--- src/rtl/oled_pkg.sv ---
// Shared geometry, field widths and state encoding for the OLED text-line arbiter.
package oled_pkg;

    localparam int unsigned OLED_PAGES = 8;
    localparam int unsigned OLED_COLS  = 16;
    localparam int unsigned PAGE_W     = $clog2(OLED_PAGES);
    localparam int unsigned COL_W      = $clog2(OLED_COLS);
    localparam int unsigned LEN_W      = 5;
    localparam int unsigned CHAR_W     = 8;

    typedef enum logic [1:0] {
        ST_IDLE  = 2'd0,
        ST_ISSUE = 2'd1,
        ST_WAIT  = 2'd2,
        ST_ACK   = 2'd3
    } arb_state_e;

    // Characters that still fit on the line from col onward; 6-bit math so col + len cannot wrap.
    function automatic logic [LEN_W-1:0] clamp_len(
        input logic [COL_W-1:0] col,
        input logic [LEN_W-1:0] len,
        input int unsigned      cols
    );
        logic [5:0] room;
        logic [5:0] len6;
        if (6'(col) >= 6'(cols)) begin
            return '0;
        end
        room = 6'(cols) - 6'(col);
        len6 = 6'(len);
        return (len6 < room) ? len : LEN_W'(room);
    endfunction

endpackage

--- src/rtl/oled_rr_pick.sv ---
// Round-robin picker: rotate requests down by the pointer, take the lowest set bit, rotate back.
module oled_rr_pick #(
    parameter int unsigned NUM_REQ = 4,
    parameter int unsigned IDX_W   = $clog2(NUM_REQ)
) (
    input  logic [NUM_REQ-1:0] req,
    input  logic [IDX_W-1:0]   ptr,
    output logic               valid_c,
    output logic [IDX_W-1:0]   idx_c
);

    localparam int unsigned SUM_W = IDX_W + 1;

    logic [NUM_REQ-1:0] rot;
    logic [IDX_W-1:0]   off;
    logic [SUM_W-1:0]   sum;

    always_comb begin
        rot     = NUM_REQ'({req, req} >> ptr);
        valid_c = |rot;
        off     = '0;
        for (int i = int'(NUM_REQ) - 1; i >= 0; i--) begin
            if (rot[i]) begin
                off = IDX_W'(i);
            end
        end
        sum = SUM_W'(off) + SUM_W'(ptr);
        if (sum >= SUM_W'(NUM_REQ)) begin
            sum = sum - SUM_W'(NUM_REQ);
        end
        idx_c = sum[IDX_W-1:0];
    end

endmodule

--- src/rtl/oled_text_arbiter.sv ---
// Round-robin arbiter sharing one OLED text-line writer between NUM_REQ clients,
// with geometry clamping, zero-length reject and a watchdog on the writer.
module oled_text_arbiter
    import oled_pkg::*;
#(
    parameter int unsigned NUM_REQ   = 4,
    parameter int unsigned MAX_CHARS = 16,
    parameter logic [23:0] TIMEOUT   = 24'd2_000_000
) (
    input  logic                              sys_clk,
    input  logic                              rst_n,
    input  logic [NUM_REQ-1:0]                req,
    input  logic [PAGE_W*NUM_REQ-1:0]         req_page,
    input  logic [COL_W*NUM_REQ-1:0]          req_col,
    input  logic [LEN_W*NUM_REQ-1:0]          req_len,
    input  logic [CHAR_W*MAX_CHARS*NUM_REQ-1:0] req_text,
    output logic [NUM_REQ-1:0]                ack,
    output logic                              err_timeout,
    output logic                              busy,
    input  logic                              wr_ready,
    output logic                              wr_start,
    output logic [PAGE_W-1:0]                 wr_page,
    output logic [COL_W-1:0]                  wr_col,
    output logic [LEN_W-1:0]                  wr_len,
    output logic [CHAR_W*MAX_CHARS-1:0]       wr_text,
    input  logic                              wr_done
);

    localparam int unsigned IDX_W  = (NUM_REQ > 1) ? $clog2(NUM_REQ) : 1;
    localparam int unsigned TEXT_W = CHAR_W * MAX_CHARS;
    localparam int unsigned WD_W   = 24;

    arb_state_e         state;
    logic [IDX_W-1:0]   ptr;
    logic [IDX_W-1:0]   winner;
    logic [IDX_W-1:0]   nxt_ptr;
    logic [WD_W-1:0]    wdog;

    logic               pick_valid;
    logic [IDX_W-1:0]   pick_idx;
    logic [PAGE_W-1:0]  cand_page;
    logic [COL_W-1:0]   cand_col;
    logic [LEN_W-1:0]   cand_len;
    logic [TEXT_W-1:0]  cand_text;

    oled_rr_pick #(
        .NUM_REQ (NUM_REQ),
        .IDX_W   (IDX_W)
    ) u_pick (
        .req     (req),
        .ptr     (ptr),
        .valid_c (pick_valid),
        .idx_c   (pick_idx)
    );

    // Payload of the current round-robin candidate, length already clamped to the line.
    always_comb begin
        cand_page = req_page[32'(pick_idx) * PAGE_W +: PAGE_W];
        cand_col  = req_col[32'(pick_idx) * COL_W +: COL_W];
        cand_len  = clamp_len(cand_col, req_len[32'(pick_idx) * LEN_W +: LEN_W], MAX_CHARS);
        cand_text = req_text[32'(pick_idx) * TEXT_W +: TEXT_W];
        nxt_ptr   = (32'(winner) == NUM_REQ - 1) ? '0 : winner + IDX_W'(1);
    end

    always_ff @(posedge sys_clk or negedge rst_n) begin
        if (!rst_n) begin
            state       <= ST_IDLE;
            ptr         <= '0;
            winner      <= '0;
            wdog        <= '0;
            ack         <= '0;
            err_timeout <= 1'b0;
            busy        <= 1'b0;
            wr_start    <= 1'b0;
            wr_page     <= '0;
            wr_col      <= '0;
            wr_len      <= '0;
            wr_text     <= '0;
        end else begin
            wr_start <= 1'b0;
            ack      <= '0;
            case (state)
                ST_IDLE: begin
                    if (pick_valid) begin
                        winner  <= pick_idx;
                        wr_page <= cand_page;
                        wr_col  <= cand_col;
                        wr_len  <= cand_len;
                        wr_text <= cand_text;
                        busy    <= 1'b1;
                        // Nothing fits on the line: reject without touching the writer.
                        if (cand_len == '0) begin
                            ack   <= NUM_REQ'(1) << pick_idx;
                            state <= ST_ACK;
                        end else begin
                            state <= ST_ISSUE;
                        end
                    end
                end
                ST_ISSUE: begin
                    if (wr_ready) begin
                        wr_start <= 1'b1;
                        wdog     <= '0;
                        state    <= ST_WAIT;
                    end
                end
                ST_WAIT: begin
                    if (wr_done) begin
                        ack   <= NUM_REQ'(1) << winner;
                        state <= ST_ACK;
                    end else if (wdog == TIMEOUT - 24'd1) begin
                        err_timeout <= 1'b1;
                        ack         <= NUM_REQ'(1) << winner;
                        state       <= ST_ACK;
                    end else begin
                        wdog <= wdog + 24'd1;
                    end
                end
                ST_ACK: begin
                    ptr   <= nxt_ptr;
                    busy  <= 1'b0;
                    state <= ST_IDLE;
                end
                default: begin
                    busy  <= 1'b0;
                    state <= ST_IDLE;
                end
            endcase
        end
    end

endmodule

--- config.mk ---
export PLATFORM = sky130hd
export DESIGN_NAME = oled_text_arbiter
export DESIGN_NICKNAME = d
export VERILOG_FILES = /design/src/rtl/oled_pkg.sv /design/src/rtl/oled_rr_pick.sv /design/src/rtl/oled_text_arbiter.sv
export SDC_FILE = /design/constraint.sdc
export NUM_CORES = 1
export LEC_CHECK = 0
export CAP_MARGIN = 20
export CORE_AREA = 2 2 279 281
export DETAILED_ROUTE_END_ITERATION = 10
export DIE_AREA = 0 0 281 283
export GPL_TIMING_DRIVEN = 0
export PLACE_DENSITY = 0.47
export SLEW_MARGIN = 0
export SYNTH_ARGS = -nofsm -noshare
export SYNTH_HDL_FRONTEND = slang
export SYNTH_SLANG_ARGS = --single-unit
--- constraint.sdc ---
create_clock -name sys_clk -period 11.6 [get_ports sys_clk]
set_input_delay 3.48 -clock sys_clk [delete_from_list [all_inputs] [get_ports sys_clk]]
set_output_delay 3.48 -clock sys_clk [all_outputs]
set_load 0.01 [all_outputs]
### Clock wires, drivers and flops

Scale bar: 100 µm.
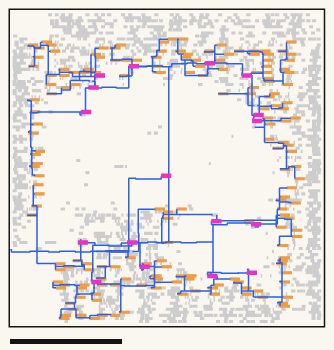
[cells driving clock nets] magenta | count: 17
[clock wires] blue | length: 3210 µm
[flip-flops] orange | count: 177
routed clock nets: 18
flops lie: widely spread
clock share of power: 9.9%
Worst Skew: 0.00983 ns

### Where the registers sit

Scale bar: 100 µm.
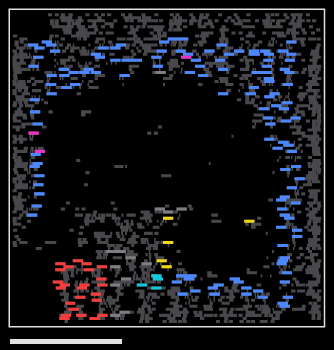
[wdog] red | sequential cells: 24 | where: bottom left
[ack] cyan | sequential cells: 4 | where: bottom middle
[wr_page] magenta | sequential cells: 3
[wr_len] yellow | sequential cells: 5 | where: bottom middle
[wr_text] blue | sequential cells: 128 | where: widely spread
post-layout util: 26.8%
register area: 4430 µm²

### Metal 2

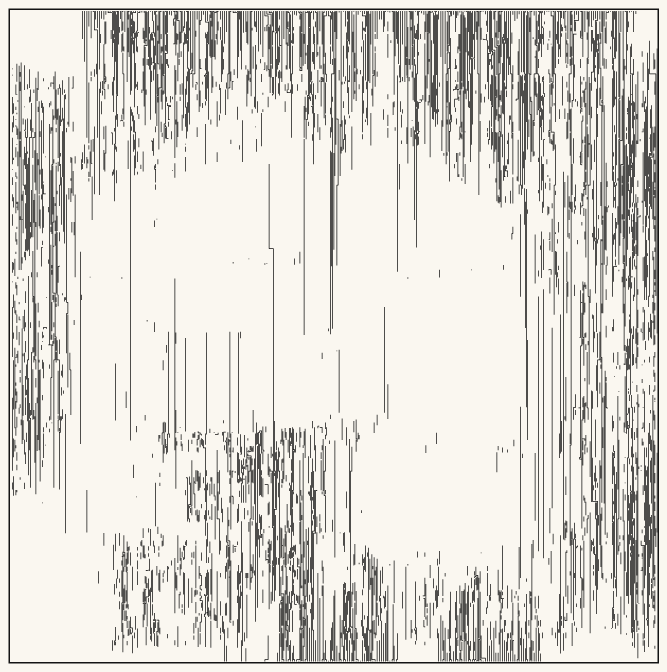
longest straight run: 160 µm
share of all routed wire: 51%
main direction: vertical
wire length on this layer: 31.8 mm
nets with wire on the layer: 2083

### Clock routing

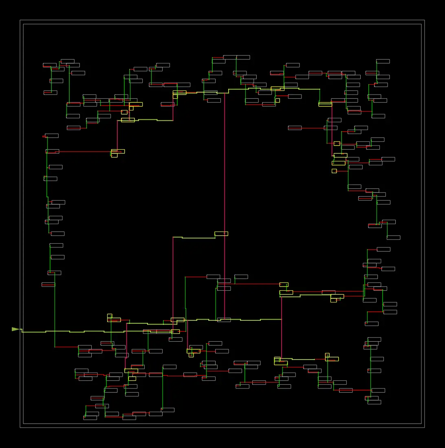
Seq cells: 177
total CTS buffers: 17
clk ins delay skew pair: 0.48 ns
CTS Sinks: 177

### Cells by drive strength

Scale bar: 100 µm.
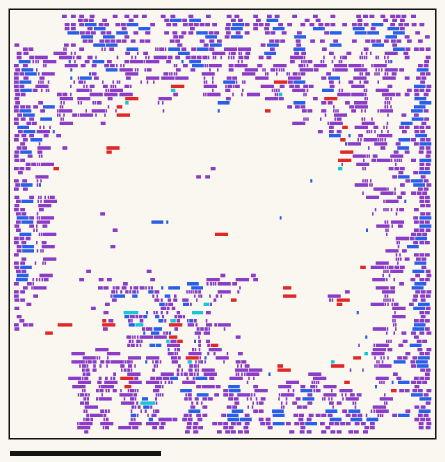
[drive 6 and up] red | cells: 38
[drive 1 or less] purple | cells: 1584
[drive 2] blue | cells: 190
[drive 3 to 4] cyan | cells: 14

==> flow_metrics.env <==
# physical design summary
export IMPL_outcome="completed"
export IMPL_preCtsSetupSlack_ns=1.57
export IMPL_crit_cells=24
export IMPL_maxPowerGroup="combinational cells"
export IMPL_warnings=32
export IMPL_netlist_area_um2=11400
export IMPL_grt_pass1_vias=12400
export IMPL_htree_num_levels=4
export IMPL_routed_top_layer="met5"
export IMPL_drt_first_pass_iters=4
export IMPL_finalInstanceArea_um2=20500
export IMPL_clkSlewWorstSetupHoldPaths_ns=0.08
export IMPL_die_size_y_um=283
export IMPL_grt_pass1_wl_mm=87.2
export IMPL_synthFlopType="dfrtp_1"
export IMPL_powerSeq_w=0.00105
export IMPL_startpoint="req[0]"
export IMPL_n_clock_buffer=18
export IMPL_ff2ff_setup_slack_ns=5.22
export IMPL_fp_dieW_um=281
export IMPL_ys_area_um2=11400
export IMPL_grt_use_met2_pct=27.6
export IMPL_yosysCellCount=1077
export IMPL_fmax_mhz=107
export IMPL_syn_nets=1660
export IMPL_fp_util_pct=14.9
export IMPL_fp_row_count=102
export IMPL_synth_xor_xnor_area_share_pct=2.13
export IMPL_whs_ns=0.472
export IMPL_top_logic_kind="multiplexers"
export IMPL_wl_mm=62.2
export IMPL_routedLengthMet1_mm=24.9
export IMPL_yosysUniqueCellTypes=65
export IMPL_fa_ha_area_share_pct=1.64
export IMPL_buffers_excl_clock=790
No activity file was given, so power comes from the tool's default toggle rates.
